**I/O nets highlighted**

Bar = 20 um.
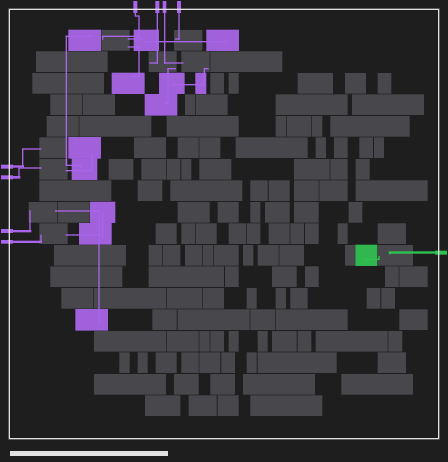
**Routing congestion map**

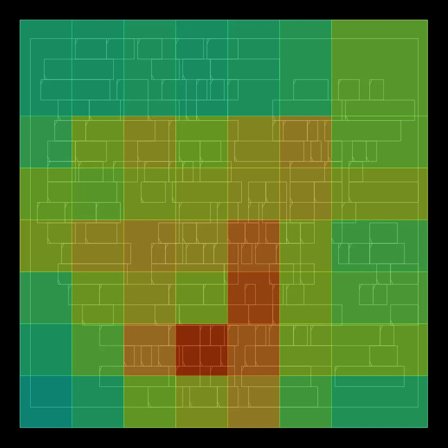
**Zoomed window**

Bar = 10 um. Window x 1 to 26, y 1 to 26 um. Cells in gray, sequential cells in the stronger gray; small squares are vias.
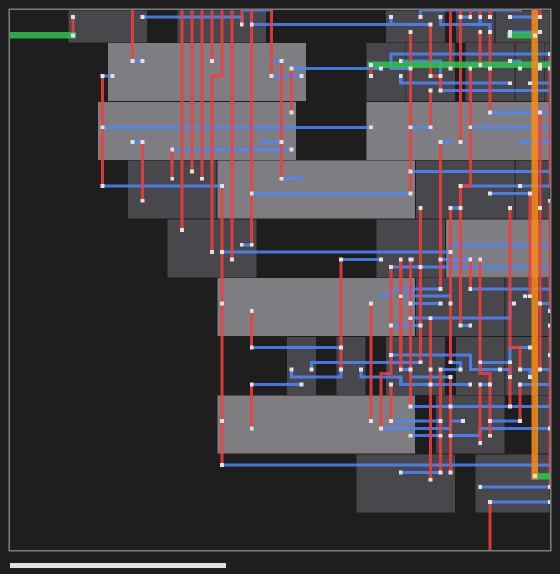
## src/rtl/uart_pkg.sv

```systemverilog
// Shared UART definitions: FSM state encoding, parity modes and parity helper,
// common to the transmitter and the planned receiver.
package uart_pkg;

  typedef enum logic [2:0] {
    IDLE   = 3'd0,
    START  = 3'd1,
    DATA   = 3'd2,
    PARITY = 3'd3,
    STOP   = 3'd4
  } uart_state_e;

  localparam logic [1:0] PAR_NONE = 2'd0;
  localparam logic [1:0] PAR_EVEN = 2'd1;
  localparam logic [1:0] PAR_ODD  = 2'd2;

  // Words narrower than 9 bits are zero-extended, which leaves the XOR unchanged.
  function automatic logic parity_of(logic [1:0] mode, logic [8:0] data);
    return (mode == PAR_ODD) ? ~^data : ^data;
  endfunction

endpackage

```

## src/rtl/uart_baud_gen.sv

```systemverilog
// Bit-time counter: counts 0..CLKS_PER_BIT-1 and flags the last clock of each bit.
// bit_end_next flags the clock before, so callers can register bit-aligned pulses.
module uart_baud_gen #(
  parameter int CLKS_PER_BIT = 16
) (
  input  logic clk,
  input  logic rst,
  input  logic clear,
  output logic bit_end,
  output logic bit_end_next
);

  localparam int CW = $clog2(CLKS_PER_BIT);
  localparam logic [CW-1:0] LAST     = CW'(CLKS_PER_BIT - 1);
  localparam logic [CW-1:0] PRE_LAST = CW'(CLKS_PER_BIT - 2);

  logic [CW-1:0] cnt;

  assign bit_end      = (cnt == LAST);
  assign bit_end_next = (cnt == PRE_LAST);

  always_ff @(posedge clk or negedge rst) begin
    if (!rst)                  cnt <= '0;
    else if (clear || bit_end) cnt <= '0;
    else                       cnt <= cnt + CW'(1);
  end

endmodule

```

## src/rtl/uart_tx_param.sv

```systemverilog
// Parametrised UART transmitter: valid/ready word input, LSB-first serial output
// with optional parity and 1 or 2 stop bits; back-to-back frames without idle gap.
module uart_tx_param
  import uart_pkg::*;
#(
  parameter int DATA_W       = 8,
  parameter int CLKS_PER_BIT = 16,
  parameter int PARITY_MODE  = 1,
  parameter int STOP_BITS    = 1
) (
  input  logic              clk,
  input  logic              rst,
  input  logic [DATA_W-1:0] din,
  input  logic              din_valid,
  output logic              din_ready,
  output logic              tx,
  output logic              busy,
  output logic              frame_done
);

  if (DATA_W < 5 || DATA_W > 9) begin : g_bad_data_w
    $error("uart_tx_param: DATA_W must be 5..9");
  end
  if (CLKS_PER_BIT < 2) begin : g_bad_cpb
    $error("uart_tx_param: CLKS_PER_BIT must be >= 2");
  end
  if (PARITY_MODE < 0 || PARITY_MODE > 2) begin : g_bad_parity
    $error("uart_tx_param: PARITY_MODE must be 0, 1 or 2");
  end
  if (STOP_BITS < 1 || STOP_BITS > 2) begin : g_bad_stop
    $error("uart_tx_param: STOP_BITS must be 1 or 2");
  end

  localparam int BW = $clog2(DATA_W) + 1;
  localparam logic [BW-1:0] DATA_LAST = BW'(DATA_W - 1);
  localparam logic [BW-1:0] STOP_LAST = BW'(STOP_BITS - 1);
  localparam logic [1:0]    PMODE     = 2'(PARITY_MODE);
  localparam bit            HAS_PAR   = (PMODE != PAR_NONE);

  uart_state_e       state;
  logic [DATA_W-1:0] shift;
  logic [BW-1:0]     bit_cnt;
  logic              par_bit;
  logic              bit_end, bit_end_next;
  logic              last_stop, accept;

  uart_baud_gen #(.CLKS_PER_BIT(CLKS_PER_BIT)) u_baud (
    .clk          (clk),
    .rst          (rst),
    .clear        (state == IDLE),
    .bit_end      (bit_end),
    .bit_end_next (bit_end_next)
  );

  // The final stop clock doubles as the acceptance window for the next word.
  assign last_stop = (state == STOP) && bit_end && (bit_cnt == STOP_LAST);
  assign din_ready = (state == IDLE) || last_stop;
  assign accept    = din_valid && din_ready;

  always_ff @(posedge clk or negedge rst) begin
    if (!rst) begin
      state      <= IDLE;
      shift      <= '0;
      bit_cnt    <= '0;
      par_bit    <= 1'b0;
      tx         <= 1'b1;
      busy       <= 1'b0;
      frame_done <= 1'b0;
    end else begin
      frame_done <= (state == STOP) && bit_end_next && (bit_cnt == STOP_LAST);
      if (accept) begin
        shift   <= din;
        par_bit <= parity_of(PMODE, 9'(din));
        bit_cnt <= '0;
        state   <= START;
        tx      <= 1'b0;
        busy    <= 1'b1;
      end else begin
        unique case (state)
          IDLE: ;
          START: if (bit_end) begin
            state <= DATA;
            tx    <= shift[0];
          end
          DATA: if (bit_end) begin
            shift <= shift >> 1;
            if (bit_cnt == DATA_LAST) begin
              bit_cnt <= '0;
              state   <= HAS_PAR ? PARITY : STOP;
              tx      <= HAS_PAR ? par_bit : 1'b1;
            end else begin
              bit_cnt <= bit_cnt + BW'(1);
              tx      <= shift[1];
            end
          end
          PARITY: if (bit_end) begin
            state   <= STOP;
            bit_cnt <= '0;
            tx      <= 1'b1;
          end
          STOP: if (bit_end) begin
            if (bit_cnt == STOP_LAST) begin
              state   <= IDLE;
              bit_cnt <= '0;
              busy    <= 1'b0;
            end else begin
              bit_cnt <= bit_cnt + BW'(1);
            end
          end
          default: state <= IDLE;
        endcase
      end
    end
  end

endmodule
```

## config.mk

```make
export PLATFORM = sky130hd
export DESIGN_NAME = uart_tx_param
export DESIGN_NICKNAME = d
export VERILOG_FILES = /design/src/rtl/uart_pkg.sv /design/src/rtl/uart_baud_gen.sv /design/src/rtl/uart_tx_param.sv
export SDC_FILE = /design/constraint.sdc
export NUM_CORES = 1
export LEC_CHECK = 0
export CAP_MARGIN = 15
export CORE_MARGIN = 1
export CORE_UTILIZATION = 50
export CTS_CLUSTER_DIAMETER = 150
export DETAILED_ROUTE_END_ITERATION = 16
export GPL_ROUTABILITY_DRIVEN = 0
export PLACE_DENSITY = 0.79
export SKIP_CTS_REPAIR_TIMING = 1
export SYNTH_ARGS = -nofsm -noshare
export SYNTH_HDL_FRONTEND = slang
export SYNTH_HIERARCHICAL = 1
export SYNTH_SLANG_ARGS = --single-unit
```

## constraint.sdc

```tcl
create_clock -name clk -period 2.8 [get_ports clk]
set_input_delay 0.56 -clock clk [delete_from_list [all_inputs] [get_ports clk]]
set_output_delay 0.56 -clock clk [all_outputs]
set_load 0.02 [all_outputs]
```

==> impl_metrics.json <==
{
  "setup_viol_count_final": 0,
  "period_minus_slack_ps": 2474,
  "clkPwrFrac_pct": 26.1,
  "yosysTopAreaCell": "dfrtp_1",
  "outcome": "finished, final reports clean",
  "finish.cell_count_without_fillers": 173,
  "period_used_pct": 88.36,
  "r2r_slack_ps": 330,
  "slew_headroom_pct": 52.01,
  "cts_sinks": 23,
  "powerSeq_mw": 0.356,
  "die_w_um": 54.16,
  "met2_length_mm": 1.276,
  "yosysMostFrequentCell": "dfrtp_1",
  "seq_area_share_pct": 36.91,
  "hold_slack_ps": 514.8,
  "nNonClkBuffers": 16,
  "n_antenna_cell": 0,
  "grt_pass1_wl_mm": 4.209,
  "placed_area_mm2": 0.001530,
  "setup_slack_ps": 325.8,
  "postSynthSeqShare_pct": 42.41,
  "ios": 15,
  "top_logic_kind": "simple AND/OR/NAND/NOR gates",
  "logic_area_um2": 742.0,
  "clkTransAtPathRegs_ps": 120,
  "antenna_found_initial": 0,
  "cp.buffers_inverters": 1,
  "ys_top_cells_by_area": "dfrtp_1 40%, mux2_2 11%, xnor2_1 5.2%, ha_1 3.7%, a21oi_1 2.6%",
  "mux_share_pct": 13.25,
  "largest_register_ffs": 8,
  "final_common_cell": "dfrtp_1",
  "cp-endpoint": "shift[1]",
  "cp.depth": 7,
  "min_from": "u_baud/cnt[0]",
  "layout_top_cells": "22 x dfrtp_1, 13 x mux2_2, 13 x clkdlybuf4s50_1",
  "seqPwrFrac_pct": 60.8,
  "io_buffers": 14,
  "tightest_slew_ps": 717.6,
  "grt_busiest_layer": "met2",
  "crit_path_end_kind": "flip-flop",
  "share_comb_of_total_power_pct": 13.1,
  "syn_nets": 142,
  "largest_class": "multi-input combinational cells",
  "cellPowerDensity_mw_per_mm2": 375.2,
  "syn2layout_area_growth_pct": 14.90,
  "pre_cts_ws_ps": 214.4,
  "synth-seq-cells": 23,
  "arrival_ps": 2690,
  "num_tap_cells": 30,
  "synth_chip_area_mm2": 0.001360,
  "coreArea_mm2": 0.002522,
  "intPower_mw": 0.4454,
  "p_comb_mw": 0.0766,
  "top_layer_used": "met4",
  "nonClkBufAreaFrac_pct": 10.09,
  "drv_cap": 0,
  "r2r-end": "shift[1]",
  "edf_count": 0,
  "clock_area_share_pct": 1.681
}
## Picture notes: 'I/O nets highlighted'
| port | color | bits | direction | end cells | buffers | wire |
|---|---|---|---|---|---|---|
| `din` | purple | 8 | input | 12 | 8 | 133 um |
| `din_ready` | green | 1 | output | 1 | 1 | 8.10 um |

## Picture notes: 'routing congestion map'
global routing usage on met2: 35.57%
met3 Resource Use GR: 2.542%

## Picture notes: 'zoomed window'
| layer | color |
|---|---|
| M4 | orange |
| M3 | green |
| M1 | blue |
| M2 | red |
cells with their middle in the window: 31
most frequent: dfrtp_1 (6), mux2_2 (3)
netlist names of flops here include: `u_baud/cnt` (3), `shift` (2)
sequential cells in the window: 7

